--- config.mk ---
export PLATFORM = sky130hd
export DESIGN_NAME = lcd_display_driver
export DESIGN_NICKNAME = d
export VERILOG_FILES = /design/src/rtl/lcd_display_driver.sv
export SDC_FILE = /design/constraint.sdc
export NUM_CORES = 1
export LEC_CHECK = 0
export CAP_MARGIN = 20
export CORE_UTILIZATION = 40
export DETAILED_ROUTE_END_ITERATION = 16
export GPL_TIMING_DRIVEN = 0
export PLACE_DENSITY_LB_ADDON = 0.2
export REMOVE_ABC_BUFFERS = 1
export SYNTH_ARGS = -nofsm -noshare
export SYNTH_HDL_FRONTEND = slang
export SYNTH_SLANG_ARGS = --single-unit
--- constraint.sdc ---
create_clock -name clk -period 8.5 [get_ports clk]
set_input_delay 2.125 -clock clk [delete_from_list [all_inputs] [get_ports clk]]
set_output_delay 2.125 -clock clk [all_outputs]
set_load 0.02 [all_outputs]
--- src/rtl/lcd_display_driver.sv ---
// HD44780 16x2 driver (8-bit, write-only): prints a latched 32-bit word as 8 hex digits on line 1.
// Define LCD_SECOND_LINE_EN to also print value2 on line 2.
module lcd_display_driver #(
    parameter int EN_WIDTH    = 5,
    parameter int EXEC_WIDTH  = 12,
    parameter int CLEAR_WIDTH = 17,
    parameter int POWER_WIDTH = 20,
    parameter int LCD_WIDTH   = 11
) (
    input  logic        clk,
    input  logic        reset,
    input  logic        start,
    input  logic [31:0] value,
    input  logic [31:0] value2,
    output logic [7:0]  lcd_data,
    output logic        lcd_rs,
    output logic        lcd_rw,
    output logic        lcd_en,
    output logic        lcd_on,
    output logic        lcd_blon,
    output logic        lcd_done,
    output logic        busy
);

    localparam int W_A = (EN_WIDTH > EXEC_WIDTH) ? EN_WIDTH : EXEC_WIDTH;
    localparam int W_B = (CLEAR_WIDTH > POWER_WIDTH) ? CLEAR_WIDTH : POWER_WIDTH;
    localparam int W_C = (W_A > W_B) ? W_A : W_B;
    localparam int CW  = (W_C > LCD_WIDTH) ? W_C : LCD_WIDTH;

    localparam logic [CW-1:0] EN_LOAD    = CW'((1 << EN_WIDTH) - 1);
    localparam logic [CW-1:0] EXEC_LOAD  = CW'((1 << EXEC_WIDTH) - 1);
    localparam logic [CW-1:0] CLEAR_LOAD = CW'((1 << CLEAR_WIDTH) - 1);
    // One cycle of the power wait is spent arming the counter, hence -2.
    localparam logic [CW-1:0] POWER_LOAD = CW'((1 << POWER_WIDTH) - 2);
    localparam logic [CW-1:0] DONE_LOAD  = CW'((1 << LCD_WIDTH) - 1);
    localparam logic [CW-1:0] ONE        = CW'(1);

    typedef enum logic [3:0] {
        S_POWER_WAIT,
        S_INIT,
        S_IDLE,
        S_CLEAR,
        S_ADDR1,
        S_DIGITS1,
`ifdef LCD_SECOND_LINE_EN
        S_ADDR2,
        S_DIGITS2,
`endif
        S_DONE
    } state_t;

    typedef enum logic [1:0] {P_SETUP, P_EN_HI, P_EN_LO, P_EXEC} phase_t;

    state_t        state, nxt_state;
    phase_t        phase;
    logic [CW-1:0] cnt;
    logic [2:0]    idx, nxt_idx;
    logic [31:0]   value_q;
    logic          start_q, pending, pw_armed;
    logic          rise, accept, advance;
    logic [7:0]    nxt_byte;
    logic          nxt_rs;
    logic [3:0]    nib;

`ifdef LCD_SECOND_LINE_EN
    logic [31:0]   value2_q;
`else
    logic          unused_value2;
    assign unused_value2 = ^value2;
`endif

    function automatic logic [7:0] hex_char(input logic [3:0] n);
        return (n < 4'd10) ? (8'h30 + {4'h0, n}) : (8'h37 + {4'h0, n});
    endfunction

    assign lcd_rw = 1'b0;
    assign rise   = start & ~start_q;

    always_comb begin
        nxt_state = S_IDLE;
        nxt_idx   = 3'd0;
        case (state)
            S_POWER_WAIT: nxt_state = S_INIT;
            S_INIT: begin
                if (idx != 3'd3) begin
                    nxt_state = S_INIT;
                    nxt_idx   = idx + 3'd1;
                end
            end
            S_IDLE:  nxt_state = S_CLEAR;
            S_CLEAR: nxt_state = S_ADDR1;
            S_ADDR1: nxt_state = S_DIGITS1;
            S_DIGITS1: begin
                if (idx != 3'd7) begin
                    nxt_state = S_DIGITS1;
                    nxt_idx   = idx + 3'd1;
                end else begin
`ifdef LCD_SECOND_LINE_EN
                    nxt_state = S_ADDR2;
`else
                    nxt_state = S_DONE;
`endif
                end
            end
`ifdef LCD_SECOND_LINE_EN
            S_ADDR2: nxt_state = S_DIGITS2;
            S_DIGITS2: begin
                if (idx != 3'd7) begin
                    nxt_state = S_DIGITS2;
                    nxt_idx   = idx + 3'd1;
                end else begin
                    nxt_state = S_DONE;
                end
            end
`endif
            default: nxt_state = S_IDLE;
        endcase
    end

    // Byte for the step being entered; digits are sent most significant nibble first.
    always_comb begin
        nxt_byte = 8'h00;
        nxt_rs   = 1'b0;
        nib      = value_q[{~nxt_idx, 2'b00} +: 4];
        case (nxt_state)
            S_INIT: begin
                case (nxt_idx)
                    3'd0:    nxt_byte = 8'h38;
                    3'd1:    nxt_byte = 8'h0C;
                    3'd2:    nxt_byte = 8'h06;
                    default: nxt_byte = 8'h01;
                endcase
            end
            S_CLEAR: nxt_byte = 8'h01;
            S_ADDR1: nxt_byte = 8'h80;
            S_DIGITS1: begin
                nxt_rs   = 1'b1;
                nxt_byte = hex_char(nib);
            end
`ifdef LCD_SECOND_LINE_EN
            S_ADDR2: nxt_byte = 8'hC0;
            S_DIGITS2: begin
                nib      = value2_q[{~nxt_idx, 2'b00} +: 4];
                nxt_rs   = 1'b1;
                nxt_byte = hex_char(nib);
            end
`endif
            default: nxt_byte = 8'h00;
        endcase
    end

    always_comb begin
        accept  = (state == S_IDLE) && (rise || pending);
        advance = 1'b0;
        case (state)
            S_POWER_WAIT: advance = pw_armed && (cnt == '0);
            S_IDLE:       advance = accept;
            S_DONE:       advance = 1'b0;
            default:      advance = (phase == P_EXEC) && (cnt == '0);
        endcase
    end

    always_ff @(posedge clk or posedge reset) begin
        if (reset) begin
            state    <= S_POWER_WAIT;
            phase    <= P_SETUP;
            cnt      <= '0;
            idx      <= 3'd0;
            value_q  <= 32'h0;
`ifdef LCD_SECOND_LINE_EN
            value2_q <= 32'h0;
`endif
            start_q  <= 1'b0;
            pending  <= 1'b0;
            pw_armed <= 1'b0;
            lcd_data <= 8'h00;
            lcd_rs   <= 1'b0;
            lcd_en   <= 1'b0;
            lcd_on   <= 1'b0;
            lcd_blon <= 1'b0;
            lcd_done <= 1'b0;
            busy     <= 1'b1;
        end else begin
            lcd_on   <= 1'b1;
            lcd_blon <= 1'b1;
            start_q  <= start;
            if (rise && state != S_IDLE)
                pending <= 1'b1;

            if (advance) begin
                state <= nxt_state;
                idx   <= nxt_idx;
                busy  <= (nxt_state != S_IDLE);
                if (state == S_IDLE) begin
                    value_q  <= value;
`ifdef LCD_SECOND_LINE_EN
                    value2_q <= value2;
`endif
                    pending  <= 1'b0;
                end
                if (nxt_state == S_DONE) begin
                    lcd_done <= 1'b1;
                    cnt      <= DONE_LOAD;
                end else if (nxt_state != S_IDLE) begin
                    phase    <= P_SETUP;
                    lcd_data <= nxt_byte;
                    lcd_rs   <= nxt_rs;
                    cnt      <= '0;
                end
            end else begin
                case (state)
                    S_POWER_WAIT: begin
                        if (!pw_armed) begin
                            pw_armed <= 1'b1;
                            cnt      <= POWER_LOAD;
                        end else begin
                            cnt <= cnt - ONE;
                        end
                    end
                    S_IDLE: ;
                    S_DONE: begin
                        if (cnt == '0) begin
                            lcd_done <= 1'b0;
                            busy     <= 1'b0;
                            state    <= S_IDLE;
                        end else begin
                            cnt <= cnt - ONE;
                        end
                    end
                    default: begin
                        case (phase)
                            P_SETUP: begin
                                phase  <= P_EN_HI;
                                lcd_en <= 1'b1;
                                cnt    <= EN_LOAD;
                            end
                            P_EN_HI: begin
                                if (cnt == '0) begin
                                    phase  <= P_EN_LO;
                                    lcd_en <= 1'b0;
                                    cnt    <= EN_LOAD;
                                end else begin
                                    cnt <= cnt - ONE;
                                end
                            end
                            P_EN_LO: begin
                                if (cnt == '0) begin
                                    phase <= P_EXEC;
                                    cnt   <= (lcd_data == 8'h01 && !lcd_rs) ? CLEAR_LOAD : EXEC_LOAD;
                                end else begin
                                    cnt <= cnt - ONE;
                                end
                            end
                            P_EXEC: cnt <= cnt - ONE;
                        endcase
                    end
                endcase
            end
        end
    end

endmodule

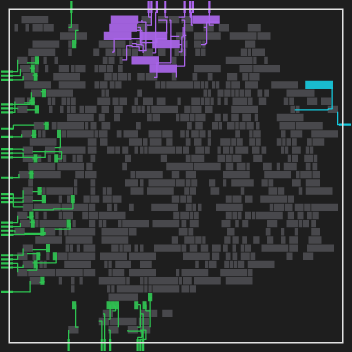
**Above:** run 1 (nets reached from selected ports).
Scale: 3 px per um.
Cyan marks `lcd_done`, bits 1, direction output, end cells 1, buffers 1, wire 24.8 um. Green marks `value`, bits 32, direction input, end cells 32, buffers 32, wire 370 um. Purple marks `lcd_data`, bits 8, direction output, end cells 8, buffers 8, wire 200 um.

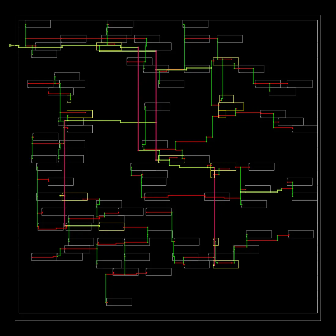
**Above:** run 1 (clock nets).
total CTS buffers: 9
worst clock skew: 0.007306 ns
layout clock buffer count: 12
total number of clock tree sinks: 76

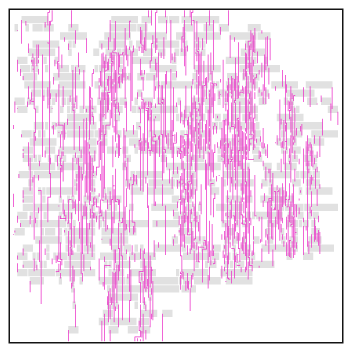
**Above:** run 1 (metal 2).
Scale: 3 px per um. Cells faint in the background.
The layer holds 47% of the routed length. 516 nets have wire on it. The longest straight run is 50.8 um. The wires run mostly vertical.

==> run_results.csv, run 1 <==
group,metric,value,unit
logic_synthesis,top_area_frac,0.3975,
grt,grt_max_degree,47,
timing,worst_slack,3.713,ns
detailed_routing,vias_per_cell,5.865,
logic_synthesis,ys_async_rst_share,1.000,
logic_synthesis,synthesis.yosys.warnings,0,
layout,layout.nets,666,
logic_synthesis,simple_gate_area_frac,0.2512,
clocking,clockRootBuffer,"clkbuf_16",
worst_setup_path,critical_path.max_stage_delay,0.56,ns
power,p_int,1.096,mW
worst_setup_path,timing.critical_path.from,"start",
clocking,cts_repair_resize_count,0,
power,power.clock.total,0.347,mW
place,placed_cells,719,
timing,final_period_minus_worst_setup_slack,4.787,ns
logic_synthesis,postSynthCellCount,556,
power,sequential_cell_power_consumption,0.643,mW
layout,post_layout_util,0.4859,
timing,max-slew-margin-rel,0.2987,
detailed_routing,wire_length_per_cell_after_detailed_routing,16.36,um
floorplan,fp_util,0.4118,
timing,worst-slew-pin-transition,1.048,ns
worst_setup_path,path_max_fanout,12,
worst_setup_path,critical_path_s_top_delay_family,"AND-OR/OR-AND gates",
worst_setup_path,rr_startpoint,"state[0]",
detailed_routing,drt-initial-drc-count,228,
power,power.ir.vdd_worst,0.0001550,V
place,hpwl,8391,um
power,clockPowerShare,0.183,
place,post_dp_cell_area,5308,um^2
timing,finalMaxSlewViolations,0,
logic_synthesis,synth-seq-area-share,0.4030,
worst_setup_path,path_cells,"clkdlybuf4s50_1, nor2b_1, o21a_1, o311ai_0, clkbuf_2, nor2_2, mux2_2, a31o_2",
power,comb-power,0.903,mW
timing,whs,0.4699,ns
worst_setup_path,r2r-end,"lcd_data[0]",
worst_setup_path,critPathLaunchType,"input pin",
run,tool_warnings,63,
detailed_routing,drtAntennaViolNets,0,
run_status,status,"completed",
hold_path,hp-class,"flop to flop",
power,heaviest_power_group,"combinational logic",
layout,fin_area,5572,um^2
worst_setup_path,crit_end,"lcd_data[0]",
worst_setup_path,cp.depth,8,
detailed_routing,route.vias.total,4305,
logic_synthesis,synth_compound_gate_area_share,0.2279,
detailed_routing,drt_pass1_iterations,5,
logic_synthesis,synthMostInstantiatedCell,"nand2_1",
layout,final_layout_size_suffix_gt1_frac,0.08968,
power,p_leak,2.454,nW
run 1: logic make-up after synthesis:
| group | after synthesis |
|---|---|
| simple gates | 247 |
| compound gates | 151 |
| flops | 76 |
| buf+inv | 53 |
| mux | 15 |
| fa+ha+maj | 11 |
| other cells | 2 |
| xor+xnor | 1 |
run 1: sequential cells by signal, indices dropped and copies added, names as in the netlist:
register  flops
busy          1
cnt          20
idx           3
lcd_blon      1
lcd_data      8
lcd_done      1
lcd_en        1
lcd_rs        1
pending       1
phase         2
pw_armed      1
start_q       1
state         3
value_q      32
run 1: cell type report:
cell class	count	area (um^2)
Timing Repair Buffer	52	555.5
Clock inverter	2	12.51
Multi-Input combinational cell	427	2590
Inverter	22	85.08
Tap cell	143	178.9
Fill cell	1103	5896
Sequential cell	76	1903
Clock buffer	12	246.5
**Run 1: layout detail**

Region (73, 73) to (93, 93) um. Cells in gray, sequential cells in the stronger gray; small squares are vias.
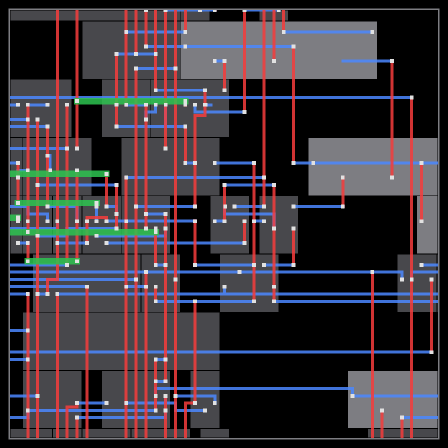

## Run 2: what changed since run 1
- clock period: 8.5 -> 4.7 ns (I/O delays scaled with it)
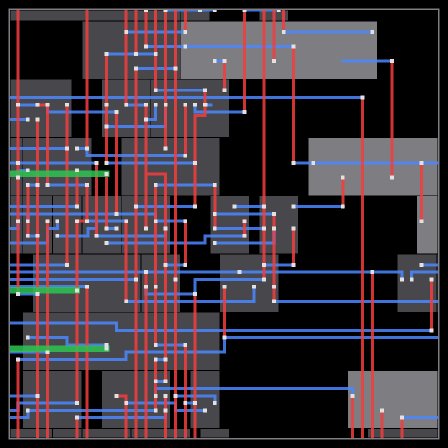
**Above:** run 2 (layout detail).
Region (73, 73) to (93, 93) um. Cells in gray, sequential cells in the stronger gray; small squares are vias.
Red marks met2. Blue marks met1. Green marks met3.
Sequential cells in the window: 2. 22 logic cells have their middle in the window. Netlist names of flops here include `lcd_en` (1), `phase` (1).

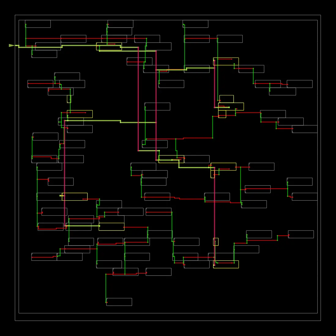
**Above:** run 2 (clock nets).
worst clock skew: 0.006283 ns
worst-skew pair later-pin latency: 0.35 ns
Clk power: 0.627 mW
Flop Count: 76

==> run_results.csv, run 2 <==
group,metric,value,unit
logic_synthesis,synthMostInstantiatedCell,"nand2_1",
layout,largest_register_ffs,32,
worst_setup_path,timing.critical_path.from,"start",
hold_path,hp-class,"flop to flop",
logic_synthesis,synth_compound_gate_area_share,0.2279,
layout,post_layout_util,0.4859,
power,p_leak,2.454,nW
clocking,clockRootBuffer,"clkbuf_16",
logic_synthesis,ys_async_rst_share,1.000,
clocking,cts_hold_buffers,0,
timing,worst-slew-pin-transition,1.049,ns
grt,grt_overflow,0,
detailed_routing,m1WireLength,5550,um
logic_synthesis,adder_share,0.02915,
detailed_routing,drt-initial-drc-count,220,
logic_synthesis,synth_xor_xnor_area_share,0.001855,
clocking,cts_repair_resize_count,0,
timing,max-slew-margin-rel,0.2980,
layout,regMostFlops,"value_q",
layout,final_layout_size_suffix_gt1_frac,0.08968,
worst_setup_path,critical_path_class,"input pin to flop",
detailed_routing,drtAntennaViolNets,0,
worst_setup_path,ff2ff_path_depth,6,
timing,final_min_period_over_clock_period,0.8129,
timing,finalMaxSlewViolations,0,
hold_path,worst_hold_startpoint,"value_q[18]",
logic_synthesis,synth_stat.cells,556,
layout,antenna_cells,0,
logic_synthesis,top_area_frac,0.3975,
floorplan,placement_rows,39,
worst_setup_path,r2r-end,"cnt[4]",
detailed_routing,drt_pass1_iterations,4,
logic_synthesis,enable_flop_cells,0,
worst_setup_path,rr_startpoint,"state[0]",
timing,finalSetupViolCount,0,
grt,grt.met3_usage,0.04593,
run,drv.max_cap_violation_count,0,
logic_synthesis,synthesis.yosys.warnings,0,
timing,whs,0.4695,ns
worst_setup_path,critical_path.max_stage_delay,0.67,ns
layout,layout.cells.most_common,"nand2_1",
detailed_routing,vias_per_cell,5.820,
clocking,cts_sinks,76,
detailed_routing,met2_wire_length,5596,um
worst_setup_path,path_cells,"clkdlybuf4s50_1, nor2b_1, o21a_1, a21oi_2, a22oi_2, and2_4, mux2_2",
logic_synthesis,postSynthCellCount,556,
detailed_routing,wire_length_per_cell_after_detailed_routing,16.29,um
logic_synthesis,simple_gate_area_frac,0.2512,
run_status,status,"completed",
floorplan,die-width,110.7,um
timing,final-hold-violation-count,0,
detailed_routing,top_signal_layer_used,"met4",
worst_setup_path,path_max_fanout,13,
place,hpwl,8391,um
logic_synthesis,synth-seq-area-share,0.4030,
timing,worst_slack,0.8795,ns
grt,grt_max_degree,47,
power,pwr_density_cell,613.8,nW/um^2
place,post_dp_cell_area,5308,um^2
layout,areaGrowthSynthToFinish,17.99,%
place,placed_cells,719,
power,power.ir.vdd_worst,0.0002805,V
layout,layout.nets,666,
detailed_routing,route.vias.total,4272,
clocking,cts_made_buffers,9,
worst_setup_path,crit_end,"cnt[4]",
logic_synthesis,post_synthesis_chip_area_from_yosys,4722,um^2
logic_synthesis,synth_top_cell_by_area,"dfrtp_1",
layout,fin_cells,734,
run,tool_warnings,63,
layout,fin_area,5572,um^2
layout,biggest_registers_after_layout,"value_q: 32 flops, cnt: 20 flops, lcd_data: 8 flops",
timing,final_period_minus_worst_setup_slack,3.821,ns
worst_setup_path,crit_path_top_delay_cell,"a22oi_2",
floorplan,chip_area,12240,um^2
floorplan,fp_util,0.4118,
grt,via_count_of_the_first_global_routing_pass,4245,
grt,antenna_found_initial,0,
worst_setup_path,critPathLaunchType,"input pin",
[run 2: cell type report]
class	instances	area, um^2
clock buffers	12	246.5
clock inverters	2	12.51
fillers	1103	5896
inverters	22	85.08
multi-input cells	427	2590
flip-flops and latches	76	1903
well taps	143	178.9
repair buffers	52	555.5
[run 2: power breakdown]
| group | switching, mW | internal (mW) |
|---|---|---|
| registers | 0.246 | 0.915 |
| logic | 0.929 | 0.702 |
| clock network | 0.262 | 0.365 |
[run 2: critical path, delay by kind of cell]
kind,cells,cell delay (ns)
AOI/OAI and AO/OA,3,1.41
and+or+nand+nor,2,0.62
buffers and inverters,1,0.48
muxes,1,0.36
Power figures rest on the tool's default switching activity, not on a simulated workload.
